<file path="src/rtl/wb_pkg.sv">
// Shared types and constants for the writeback stage and windowed register file.
package wb_pkg;

    localparam int unsigned DATA_W       = 16;
    localparam int unsigned NUM_WIN      = 4;
    localparam int unsigned REGS_PER_WIN = 4;
    localparam int unsigned WIN_W        = 2;
    localparam int unsigned ADDR_W       = 2;
    localparam int unsigned PIDX_W       = WIN_W + ADDR_W;
    localparam int unsigned NUM_REGS     = NUM_WIN * REGS_PER_WIN;

    localparam logic [DATA_W-1:0] NOP_INST = 16'h8040;

    typedef enum logic [1:0] {
        WB_SEL_ALU  = 2'b00,
        WB_SEL_MEM  = 2'b01,
        WB_SEL_LINK = 2'b10,
        WB_SEL_LUI  = 2'b11
    } wb_sel_t;

    typedef logic [PIDX_W-1:0] phys_idx_t;

    // Physical register index: window in the upper bits, logical address below.
    function automatic phys_idx_t phys_idx(input logic [WIN_W-1:0] win,
                                           input logic [ADDR_W-1:0] addr);
        return {win, addr};
    endfunction

endpackage

</file>
<file path="src/rtl/wb_regfile_stage_if.sv">
// MEM/WB inputs, decode read ports and hazard-unit forwarding record.
interface wb_regfile_stage_if;
    import wb_pkg::*;

    logic [DATA_W-1:0] Inst;
    logic              RegWrite;
    logic [1:0]        RegData;
    logic [DATA_W-1:0] AluRes;
    logic [DATA_W-1:0] MemData;
    logic [DATA_W-1:0] Link;
    logic [WIN_W-1:0]  WindowW;
    logic [WIN_W-1:0]  RaWin;
    logic [WIN_W-1:0]  RbWin;
    logic [ADDR_W-1:0] RaAddr;
    logic [ADDR_W-1:0] RbAddr;
    logic [DATA_W-1:0] RaData;
    logic [DATA_W-1:0] RbData;
    logic              FwdValid;
    logic [PIDX_W-1:0] FwdDest;
    logic [DATA_W-1:0] FwdData;
    logic [DATA_W-1:0] RetireCount;

    modport master (
        output Inst, RegWrite, RegData, AluRes, MemData, Link, WindowW,
               RaWin, RbWin, RaAddr, RbAddr,
        input  RaData, RbData, FwdValid, FwdDest, FwdData, RetireCount
    );

    modport slave (
        input  Inst, RegWrite, RegData, AluRes, MemData, Link, WindowW,
               RaWin, RbWin, RaAddr, RbAddr,
        output RaData, RbData, FwdValid, FwdDest, FwdData, RetireCount
    );

endinterface

</file>
<file path="src/rtl/windowed_regfile.sv">
// 4-window x 4-register file, one write port, two combinational read ports.
// Logical register 0 of each window reads 0. Define WB_BYPASS_EN for
// same-cycle write-through to the read ports.
module windowed_regfile
    import wb_pkg::*;
(
    input  logic              clk,
    input  logic              rst,
    input  logic              we,
    input  phys_idx_t         waddr,
    input  logic [DATA_W-1:0] wdata,
    input  phys_idx_t         ra_idx,
    input  phys_idx_t         rb_idx,
    output logic [DATA_W-1:0] ra_data,
    output logic [DATA_W-1:0] rb_data
);

    logic [DATA_W-1:0] mem [NUM_REGS];

    // Array storage: cleared on reset, single write port.
    always_ff @(posedge clk) begin
        if (rst) begin
            for (int i = 0; i < int'(NUM_REGS); i++) begin
                mem[i] <= '0;
            end
        end else if (we) begin
            mem[waddr] <= wdata;
        end
    end

    // Read port A: array, optional write-through, register 0 forced to zero.
    always_comb begin
        ra_data = mem[ra_idx];
`ifdef WB_BYPASS_EN
        if (we && (ra_idx == waddr)) ra_data = wdata;
`endif
        if (ra_idx[ADDR_W-1:0] == '0) ra_data = '0;
    end

    // Read port B: same rules as port A.
    always_comb begin
        rb_data = mem[rb_idx];
`ifdef WB_BYPASS_EN
        if (we && (rb_idx == waddr)) rb_data = wdata;
`endif
        if (rb_idx[ADDR_W-1:0] == '0) rb_data = '0;
    end

endmodule

</file>
<file path="src/rtl/wb_regfile_stage.sv">
// Writeback stage: value select, write qualification, retire counter and
// forwarding record around the windowed register file.
// Optional feature macro: WB_BYPASS_EN (same-cycle write-through on reads).
module wb_regfile_stage
    import wb_pkg::*;
(
    input  logic clk,
    input  logic rst,
    wb_regfile_stage_if.slave bus
);

    logic [ADDR_W-1:0] rd;
    logic [DATA_W-1:0] wb_val;
    logic              is_nop;
    logic              we;
    phys_idx_t         wdest;

    assign rd     = bus.Inst[3:2];
    assign is_nop = (bus.Inst == NOP_INST);
    assign we     = bus.RegWrite & ~is_nop & (rd != '0) & ~rst;
    assign wdest  = phys_idx(bus.WindowW, rd);

    // Writeback value select.
    always_comb begin
        wb_val = bus.AluRes;
        case (wb_sel_t'(bus.RegData))
            WB_SEL_ALU:  wb_val = bus.AluRes;
            WB_SEL_MEM:  wb_val = bus.MemData;
            WB_SEL_LINK: wb_val = bus.Link;
            WB_SEL_LUI:  wb_val = {bus.Inst[11:4], 8'h00};
            default:     wb_val = bus.AluRes;
        endcase
    end

    windowed_regfile u_rf (
        .clk     (clk),
        .rst     (rst),
        .we      (we),
        .waddr   (wdest),
        .wdata   (wb_val),
        .ra_idx  (phys_idx(bus.RaWin, bus.RaAddr)),
        .rb_idx  (phys_idx(bus.RbWin, bus.RbAddr)),
        .ra_data (bus.RaData),
        .rb_data (bus.RbData)
    );

    // Forwarding record, latched on the same edge as the array write.
    always_ff @(posedge clk) begin
        if (rst) begin
            bus.FwdValid <= 1'b0;
            bus.FwdDest  <= '0;
            bus.FwdData  <= '0;
        end else begin
            bus.FwdValid <= we;
            bus.FwdDest  <= wdest;
            bus.FwdData  <= wb_val;
        end
    end

    // Retired non-NOP instruction counter, wraps naturally.
    always_ff @(posedge clk) begin
        if (rst) begin
            bus.RetireCount <= '0;
        end else if (!is_nop) begin
            bus.RetireCount <= bus.RetireCount + DATA_W'(1);
        end
    end

endmodule

</file>
<file path="src/flat_wrapper.sv">
// flat-port wrapper written by rule: the top's interface ports become plain ports
module wb_regfile_stage_flat import wb_pkg::*;
  (clk, rst, bus_Inst, bus_RegWrite, bus_RegData, bus_AluRes, bus_MemData, bus_Link, bus_WindowW, bus_RaWin, bus_RbWin, bus_RaAddr, bus_RbAddr, bus_RaData, bus_RbData, bus_FwdValid, bus_FwdDest, bus_FwdData, bus_RetireCount);
  wb_regfile_stage_if bus_i ();
  input  logic clk;
  input  logic rst;
  input wire logic [$bits(bus_i.Inst)-1:0] bus_Inst;
  input wire logic [$bits(bus_i.RegWrite)-1:0] bus_RegWrite;
  input wire logic [$bits(bus_i.RegData)-1:0] bus_RegData;
  input wire logic [$bits(bus_i.AluRes)-1:0] bus_AluRes;
  input wire logic [$bits(bus_i.MemData)-1:0] bus_MemData;
  input wire logic [$bits(bus_i.Link)-1:0] bus_Link;
  input wire logic [$bits(bus_i.WindowW)-1:0] bus_WindowW;
  input wire logic [$bits(bus_i.RaWin)-1:0] bus_RaWin;
  input wire logic [$bits(bus_i.RbWin)-1:0] bus_RbWin;
  input wire logic [$bits(bus_i.RaAddr)-1:0] bus_RaAddr;
  input wire logic [$bits(bus_i.RbAddr)-1:0] bus_RbAddr;
  output wire logic [$bits(bus_i.RaData)-1:0] bus_RaData;
  output wire logic [$bits(bus_i.RbData)-1:0] bus_RbData;
  output wire logic [$bits(bus_i.FwdValid)-1:0] bus_FwdValid;
  output wire logic [$bits(bus_i.FwdDest)-1:0] bus_FwdDest;
  output wire logic [$bits(bus_i.FwdData)-1:0] bus_FwdData;
  output wire logic [$bits(bus_i.RetireCount)-1:0] bus_RetireCount;
  assign bus_i.Inst = bus_Inst;
  assign bus_i.RegWrite = bus_RegWrite;
  assign bus_i.RegData = bus_RegData;
  assign bus_i.AluRes = bus_AluRes;
  assign bus_i.MemData = bus_MemData;
  assign bus_i.Link = bus_Link;
  assign bus_i.WindowW = bus_WindowW;
  assign bus_i.RaWin = bus_RaWin;
  assign bus_i.RbWin = bus_RbWin;
  assign bus_i.RaAddr = bus_RaAddr;
  assign bus_i.RbAddr = bus_RbAddr;
  assign bus_RaData = bus_i.RaData;
  assign bus_RbData = bus_i.RbData;
  assign bus_FwdValid = bus_i.FwdValid;
  assign bus_FwdDest = bus_i.FwdDest;
  assign bus_FwdData = bus_i.FwdData;
  assign bus_RetireCount = bus_i.RetireCount;
  wb_regfile_stage u_core (.clk(clk), .rst(rst), .bus(bus_i));
endmodule
</file>
<file path="config.mk">
export PLATFORM = sky130hd
export DESIGN_NAME = wb_regfile_stage_flat
export DESIGN_NICKNAME = d
export VERILOG_FILES = /design/src/rtl/wb_pkg.sv /design/src/rtl/wb_regfile_stage_if.sv /design/src/rtl/windowed_regfile.sv /design/src/rtl/wb_regfile_stage.sv /design/src/flat_wrapper.sv
export SDC_FILE = /design/constraint.sdc
export NUM_CORES = 1
export LEC_CHECK = 0
export CAP_MARGIN = 10
export CORE_ASPECT_RATIO = 1.1
export CORE_UTILIZATION = 30
export CTS_CLUSTER_DIAMETER = 50
export CTS_CLUSTER_SIZE = 30
export DETAILED_ROUTE_END_ITERATION = 16
export GPL_TIMING_DRIVEN = 0
export PLACE_DENSITY = 0.54
export SLEW_MARGIN = 30
export SYNTH_ARGS = -nofsm -noshare
export SYNTH_HDL_FRONTEND = slang
export SYNTH_HIERARCHICAL = 1
export SYNTH_SLANG_ARGS = --single-unit
</file>
<file path="constraint.sdc">
create_clock -name clk -period 3.2 [get_ports clk]
set_clock_uncertainty 0.15 [all_clocks]
set_input_delay 0.48 -clock clk [delete_from_list [all_inputs] [get_ports clk]]
set_output_delay 0.48 -clock clk [all_outputs]
set_load 0.01 [all_outputs]
</file>
==> Changelog: implementation <==
### Implementation results

- Post-Syn Area: 13,900 um2
- Largest area contributor in the netlist: edfxtp_1
- GR Layer Usage met1: 23.3%
- Status: completed
- Buf+Inv Stages, Crit Path: 3
- Top routing layer used: met4
- Rows: 82
- Met2 Wirelength: 22.8 mm
- Peak VDD IR: 0.000334 V
- Design Power: 8.52 mW
- Clkbuf count: 30
- Setup TNS: 0 ns
- Inverters: 1
- Final hold vios: 0
- Largest class: flip-flops and latches
- Routed via count: 9,593
- Internal: 6.18 mW
- Tool warnings: 26
- CP max stage delay: 0.61 ns
- CP max-delay cell: clkdlybuf4s50_1
- CTS buffer count: 29
- Register area share after synthesis: 53.2%
- Sequential share of power: 46.0%
- Non-clock buffer share: 11.7%
- Cells along the critical path: dlygate4sd2_1 -> and3_1 -> buf_2 -> nand2_1 -> o2111ai_1 -> nor3_2 -> clkdlybuf4s50_1
- WL met3: 2.20 mm
- First-pass GRT wire length: 66.7 mm
- Critical path type: input port to primary output
- Reg-to-Reg Start: u_core/bus.RetireCount[7]
- Busiest layer in global routing: met2
- Final instance area: 17,300 um2
- Critical path arrival: 2.55 ns
- Post-Syn Nets: 1,165
- Non-clk bufs: 236
- GR Overflow Total: 0
- Final Non-Filler Cells: 1,869
-- worst register-to-register path, cell delays in order, from the launching register on --
cell and delay, ns:
dfxtp_1 0.46, and4_1 0.27, nand4_1 0.17, nor4_1 0.35
mux2_1 0.36
-- cells in the final DEF, fill, tap and decap left out, drive strengths merged, types with 7 or more instances in the layout --
master | netlist | layout
nand3 | 7 | 7
nor2 | 48 | 48
buf | 57 | 58
nor3 | 40 | 40
mux2i | 64 | 64
o21ai | 27 | 27
clkdlybuf4s50 | 0 | 134
clkinv | 0 | 7
a21oi | 48 | 48
nand2 | 49 | 49
or2 | 18 | 18
edfxtp | 222 | 222
nor2b | 38 | 38
and2 | 222 | 222
dfxtp | 37 | 37
clkbuf | 38 | 70
inv | 1 | 15
mux2 | 17 | 17
a211o | 14 | 14
mux4 | 72 | 72
o2111ai | 15 | 15
-- flip-flops by register name, summed over array words and instances, names as in the netlist --
| signal | cells |
|---|---|
| u_core/u_rf/mem | 222 |
| u_core/bus.FwdValid | 1 |
| u_core/bus.RetireCount | 16 |
| u_core/bus.FwdDest | 4 |
| u_core/bus.FwdData | 16 |
-- path summary, 6_finish.rpt --
kind	endpoint	slack, ns	cells past startpoint
worst max-delay path	bus_RaData[5]	0.02	7
worst min-delay path	u_core/bus.FwdValid	0.37	2
worst max register to register	u_core/bus.RetireCount[15]	1.33	4
worst min register to register	u_core/bus.RetireCount[5]	0.38	2
-- repair_timing --
item,in CTS,in global routing
resized,50,16
gates cloned,0,0
hold buffers,0,0
buffers inserted,0,5
setup endpoints to repair,433,92
pin swaps,3,2
-- cells by family after synthesis --
group	share of synthesized area [%]
mux	17.6
flops	53.2
compound gates	5.07
buf+inv	3.76
xor+xnor	0.0629
simple gates	20.2
fa+ha+maj	0.0898
Clock wires, drivers and flops:
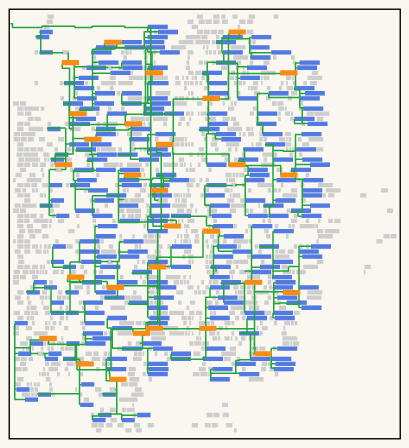
- blue: flip-flops (count 259)
- orange: cells driving clock nets (count 29)
- green: clock wires (length 3,410 um)
- routed clock nets: 30
part of the power in the clock network: 39.7%
Clk power: 3.38 mW
clk ins delay skew pair: 0.56 ns

Pin placement:
Pins as bars across the die edge, other pins in gray.
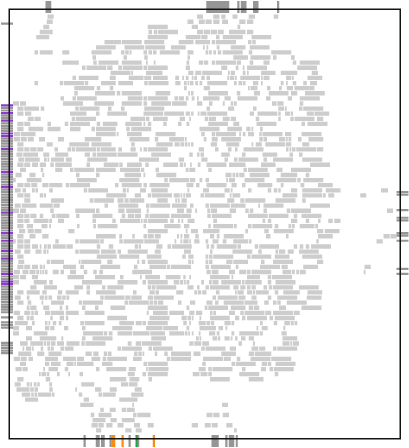
- purple: bus_AluRes (pins 16; direction input; edge left)
- orange: bus_FwdDest (pins 4; direction output; edge bottom)
- green: bus_FwdValid (pins 1; direction output; edge bottom)
- all pins by edge: 92 left, 24 top, 22 bottom, 10 right
die x size: 207 um
Die Y: 228 um
PortBufs: 138

Routing congestion:
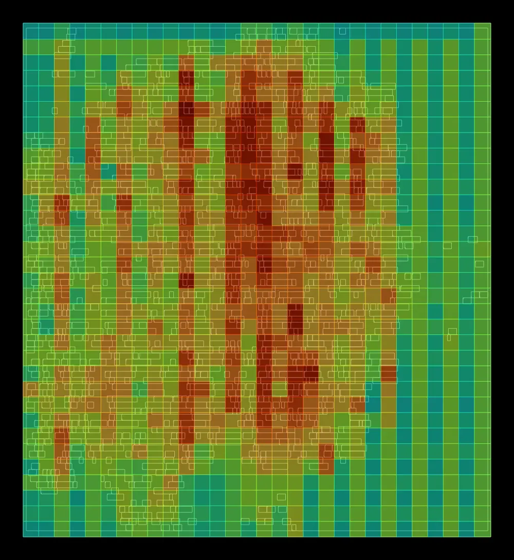
final core utilization: 37.8%
met3 Use GR: 2.23%

Power figures rest on the tool's default switching activity, not on a simulated workload.
